Pin map:
Pins as bars across the die edge, other pins in gray.
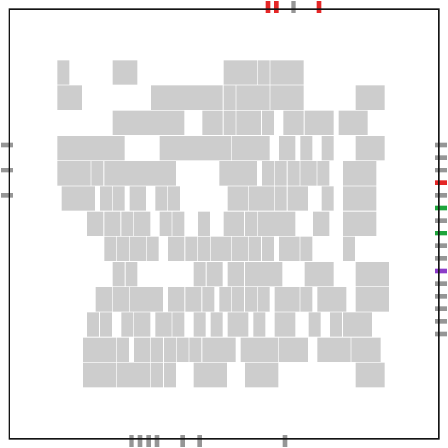
Placed standard cells:
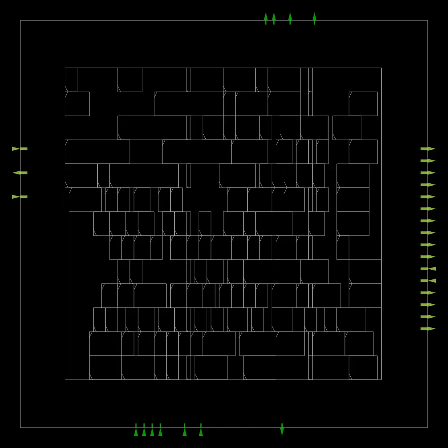
`src/rtl/mc_control_fsm_pkg.sv`:
```
// Shared encodings for the multi-cycle controller and the ALU decoder:
// opcode values, controller state encodings and datapath select codes.
package mc_control_fsm_pkg;

   localparam int OP_W    = 6;
   localparam int STATE_W = 4;

   // Opcodes (IR[31:26])
   localparam logic [5:0] OP_RTYPE = 6'b000000;
   localparam logic [5:0] OP_LW    = 6'b100011;
   localparam logic [5:0] OP_SW    = 6'b101011;
   localparam logic [5:0] OP_BEQ   = 6'b000100;
   localparam logic [5:0] OP_ADDI  = 6'b001000;
   localparam logic [5:0] OP_J     = 6'b000010;

   // Controller states, one datapath micro-step each
   typedef enum logic [3:0] {
      S_FETCH  = 4'd0,
      S_DECODE = 4'd1,
      S_MEMADR = 4'd2,
      S_MEMRD  = 4'd3,
      S_MEMWB  = 4'd4,
      S_MEMWR  = 4'd5,
      S_EXEC   = 4'd6,
      S_ALUWB  = 4'd7,
      S_BRANCH = 4'd8,
      S_ADDIEX = 4'd9,
      S_ADDIWB = 4'd10,
      S_JUMP   = 4'd11
   } state_t;

   // ALU B operand select
   localparam logic [1:0] SRCB_B      = 2'b00;
   localparam logic [1:0] SRCB_FOUR   = 2'b01;
   localparam logic [1:0] SRCB_IMM    = 2'b10;
   localparam logic [1:0] SRCB_IMM_SH = 2'b11;

   // ALU operation class
   localparam logic [1:0] ALUOP_ADD   = 2'b00;
   localparam logic [1:0] ALUOP_SUB   = 2'b01;
   localparam logic [1:0] ALUOP_FUNCT = 2'b10;

   // Next-PC source select
   localparam logic [1:0] PCSRC_ALU    = 2'b00;
   localparam logic [1:0] PCSRC_ALUOUT = 2'b01;
   localparam logic [1:0] PCSRC_JUMP   = 2'b10;

   // True for every opcode the controller knows how to sequence
   function automatic logic is_supported_op(input logic [5:0] op);
      logic ok;
      case (op)
         OP_RTYPE, OP_LW, OP_SW, OP_BEQ, OP_ADDI, OP_J: ok = 1'b1;
         default:                                        ok = 1'b0;
      endcase
      return ok;
   endfunction

endpackage

```
`src/rtl/mc_control_fsm.sv`:
```
// Multi-cycle main controller. Moore FSM: every control output is decoded
// from the current state, except that FETCH qualifies PC/IR loads with
// mem_ready and pc_en folds in the ALU zero flag for branches.
module mc_control_fsm
   import mc_control_fsm_pkg::*;
#(
   parameter int OP_W    = 6,
   parameter int STATE_W = 4
) (
   input  logic               clk,
   input  logic               rst,
   input  logic [OP_W-1:0]    opcode,
   input  logic               zero,
   input  logic               mem_ready,
   output logic               pc_en,
   output logic               iord,
   output logic               mem_rd,
   output logic               mem_we,
   output logic               ir_we,
   output logic               rf_we,
   output logic               regdst,
   output logic               mem2reg,
   output logic               alusrca,
   output logic [1:0]         alusrcb,
   output logic [1:0]         aluop,
   output logic [1:0]         pcsrc,
   output logic               illegal,
   output logic [STATE_W-1:0] state_dbg
);

   state_t state_r;
   state_t next_state_s;
   logic   illegal_r;
   logic   set_illegal_s;
   logic   pc_write_s;
   logic   branch_s;

   // State register and sticky illegal-opcode flag; reset overrides any move
   always_ff @(posedge clk) begin
      if (rst) begin
         state_r   <= S_FETCH;
         illegal_r <= 1'b0;
      end else begin
         state_r <= next_state_s;
         if (set_illegal_s) begin
            illegal_r <= 1'b1;
         end
      end
   end

   // Next-state selection from current state, opcode and memory handshake
   always_comb begin
      next_state_s  = state_r;
      set_illegal_s = 1'b0;
      case (state_r)
         S_FETCH: begin
            if (mem_ready) next_state_s = S_DECODE;
            else           next_state_s = S_FETCH;
         end
         S_DECODE: begin
            case (opcode)
               OP_LW, OP_SW: next_state_s = S_MEMADR;
               OP_RTYPE:     next_state_s = S_EXEC;
               OP_BEQ:       next_state_s = S_BRANCH;
               OP_ADDI:      next_state_s = S_ADDIEX;
               OP_J:         next_state_s = S_JUMP;
               default: begin
                  next_state_s  = S_FETCH;
                  set_illegal_s = 1'b1;
               end
            endcase
         end
         S_MEMADR: begin
            // Opcode cannot change mid-instruction; anything else restarts
            case (opcode)
               OP_LW:   next_state_s = S_MEMRD;
               OP_SW:   next_state_s = S_MEMWR;
               default: next_state_s = S_FETCH;
            endcase
         end
         S_MEMRD: begin
            if (mem_ready) next_state_s = S_MEMWB;
            else           next_state_s = S_MEMRD;
         end
         S_MEMWR: begin
            if (mem_ready) next_state_s = S_FETCH;
            else           next_state_s = S_MEMWR;
         end
         S_EXEC:   next_state_s = S_ALUWB;
         S_ADDIEX: next_state_s = S_ADDIWB;
         S_MEMWB, S_ALUWB, S_BRANCH, S_ADDIWB, S_JUMP: next_state_s = S_FETCH;
         default:  next_state_s = S_FETCH;
      endcase
   end

   // Control decode: everything not named in a state stays 0
   always_comb begin
      pc_write_s = 1'b0;
      branch_s   = 1'b0;
      iord       = 1'b0;
      mem_rd     = 1'b0;
      mem_we     = 1'b0;
      ir_we      = 1'b0;
      rf_we      = 1'b0;
      regdst     = 1'b0;
      mem2reg    = 1'b0;
      alusrca    = 1'b0;
      alusrcb    = SRCB_B;
      aluop      = ALUOP_ADD;
      pcsrc      = PCSRC_ALU;
      case (state_r)
         S_FETCH: begin
            // PC+4 and IR load happen only on the cycle the fetch completes
            mem_rd     = 1'b1;
            ir_we      = mem_ready;
            pc_write_s = mem_ready;
            alusrcb    = SRCB_FOUR;
         end
         S_DECODE: begin
            alusrcb = SRCB_IMM_SH;
         end
         S_MEMADR, S_ADDIEX: begin
            alusrca = 1'b1;
            alusrcb = SRCB_IMM;
         end
         S_MEMRD: begin
            mem_rd = 1'b1;
            iord   = 1'b1;
         end
         S_MEMWB: begin
            rf_we   = 1'b1;
            mem2reg = 1'b1;
         end
         S_MEMWR: begin
            mem_we = 1'b1;
            iord   = 1'b1;
         end
         S_EXEC: begin
            alusrca = 1'b1;
            aluop   = ALUOP_FUNCT;
         end
         S_ALUWB: begin
            rf_we  = 1'b1;
            regdst = 1'b1;
         end
         S_BRANCH: begin
            alusrca  = 1'b1;
            aluop    = ALUOP_SUB;
            pcsrc    = PCSRC_ALUOUT;
            branch_s = 1'b1;
         end
         S_ADDIWB: begin
            rf_we = 1'b1;
         end
         S_JUMP: begin
            pcsrc      = PCSRC_JUMP;
            pc_write_s = 1'b1;
         end
         default: begin
            pc_write_s = 1'b0;
         end
      endcase
   end

   assign pc_en     = pc_write_s | (branch_s & zero);
   assign illegal   = illegal_r;
   assign state_dbg = STATE_W'(state_r);

endmodule

```
`config.mk`:
```
export PLATFORM = sky130hd
export DESIGN_NAME = mc_control_fsm
export DESIGN_NICKNAME = d
export VERILOG_FILES = /design/src/rtl/mc_control_fsm_pkg.sv /design/src/rtl/mc_control_fsm.sv
export SDC_FILE = /design/constraint.sdc
export NUM_CORES = 1
export LEC_CHECK = 0
export ABC_AREA = 1
export ABC_CLOCK_PERIOD_IN_PS = 2100
export CORE_MARGIN = 5
export CORE_UTILIZATION = 39
export CTS_CLUSTER_SIZE = 24
export DETAILED_ROUTE_END_ITERATION = 8
export PLACE_DENSITY = 0.83
export RECOVER_POWER = 50
export SETUP_SLACK_MARGIN = 0.1
export SLEW_MARGIN = 20
export SYNTH_ARGS = -nofsm -noshare
export SYNTH_HDL_FRONTEND = slang
export SYNTH_SLANG_ARGS = --single-unit
```
`constraint.sdc`:
```
create_clock -name clk -period 2.1 [get_ports clk]
set_input_delay 0.42 -clock clk [delete_from_list [all_inputs] [get_ports clk]]
set_output_delay 0.42 -clock clk [all_outputs]
set_load 0.01 [all_outputs]
```
==> run summary <==
The run has ended; figures from its reports follow.

The accumulated negative setup slack came out at 0 ns. The footprint of the multi-input gates is 352 sq um. The worst hold path depth came out at 2. The global routing stage identified its most utilized layer as met2. The total number of vias is 677.

The worst register-to-register path ends at state_dbg[0]. The highest-count logic cell in the final layout is nor2_1. The worst-case IR drop observed on VDD is 0.378 mV.

The count of pins on the block boundary is 30. Dividing the detail-routed wire length by the instance count gives 9.93 microns. The synthesized design spends more area on one cell type than any other, namely dfxtp_1. The power report puts the leakage power at 0.472 nW. The global-route total usage across every layer is 14.3%. On the reported timing paths, the clock transition at the registers reads 0.04 ns. The number of clock sinks seen by CTS is 5.

The die covers 2130 sq um. The total iterations of the first detailed-routing run came out at 4. The flow ran to the end, and the final reports show no timing, DRC or antenna violations.

TritonCTS built the clock tree. The post-detailed-routing wire length is 1.43 mm. For the final database, setup skew stands at 0.000207 ns. In the layout the commonest cells are nor2_1, inv_1, nand2_1. The routed length on met3 is 151 microns. STA lists the startpoint of the worst register-to-register path as state_dbg[1].

The summed instance area of the synthesized netlist is 510 sq um. In the hold report, the worst path ends at illegal. Of the synthesized area, sequential elements account for 19.6%. Setup repair after global routing could not meet its margin everywhere. The count of multi-input combinational gates is 69. The logs give a warning total of 27.

The internal cell power came out at 0.000209 W. The overall power consumption came out at 0.000287 W. The area reported by Yosys stat came out at 510 sq um. Grouping non-sequential cells by family puts the most area in simple AND/OR/NAND/NOR gates.

The headroom to the max-slew limit is 84.6%. The top achievable clock speed came out at 0.522 GHz. The combinational power reported by the tool is 0.0000764 W. The register-to-register path setup slack is 0.95 ns.

The proportion of power drawn by flip-flops and latches came out at 35.3%. The yosys stat cell total came out at 96. The final setup violation count is 0. Summed over all nets, the half-perimeter wirelength after detailed placement is 1.22 mm. The growth of design area from synthesis to finish came out at 68.6%. The power spent charging and discharging nets is 0.0000779 W. The worst hold margin is 0.456 ns. After synthesis, the most frequently instantiated cells are nor2_1, inv_1, nand2_1.
## Picture notes: 'pin map'
[purple] zero | pins: 1 | direction: input | edge: right
[green] alusrcb | pins: 2 | direction: output | edge: right
[red] state_dbg | pins: 4 | direction: output | edge: 3 top, 1 right
all pins by edge: 16 right, 7 bottom, 4 top, 3 left
horizontal die size: 46.2 microns
Port Buffers: 29
chip height: 46.2 microns

## Picture notes: 'placed standard cells'
flip-flop and latch share of the layout cell area: 12.2%
row count: 13
num tapcells: 15

Power figures rest on the tool's default switching activity, not on a simulated workload.
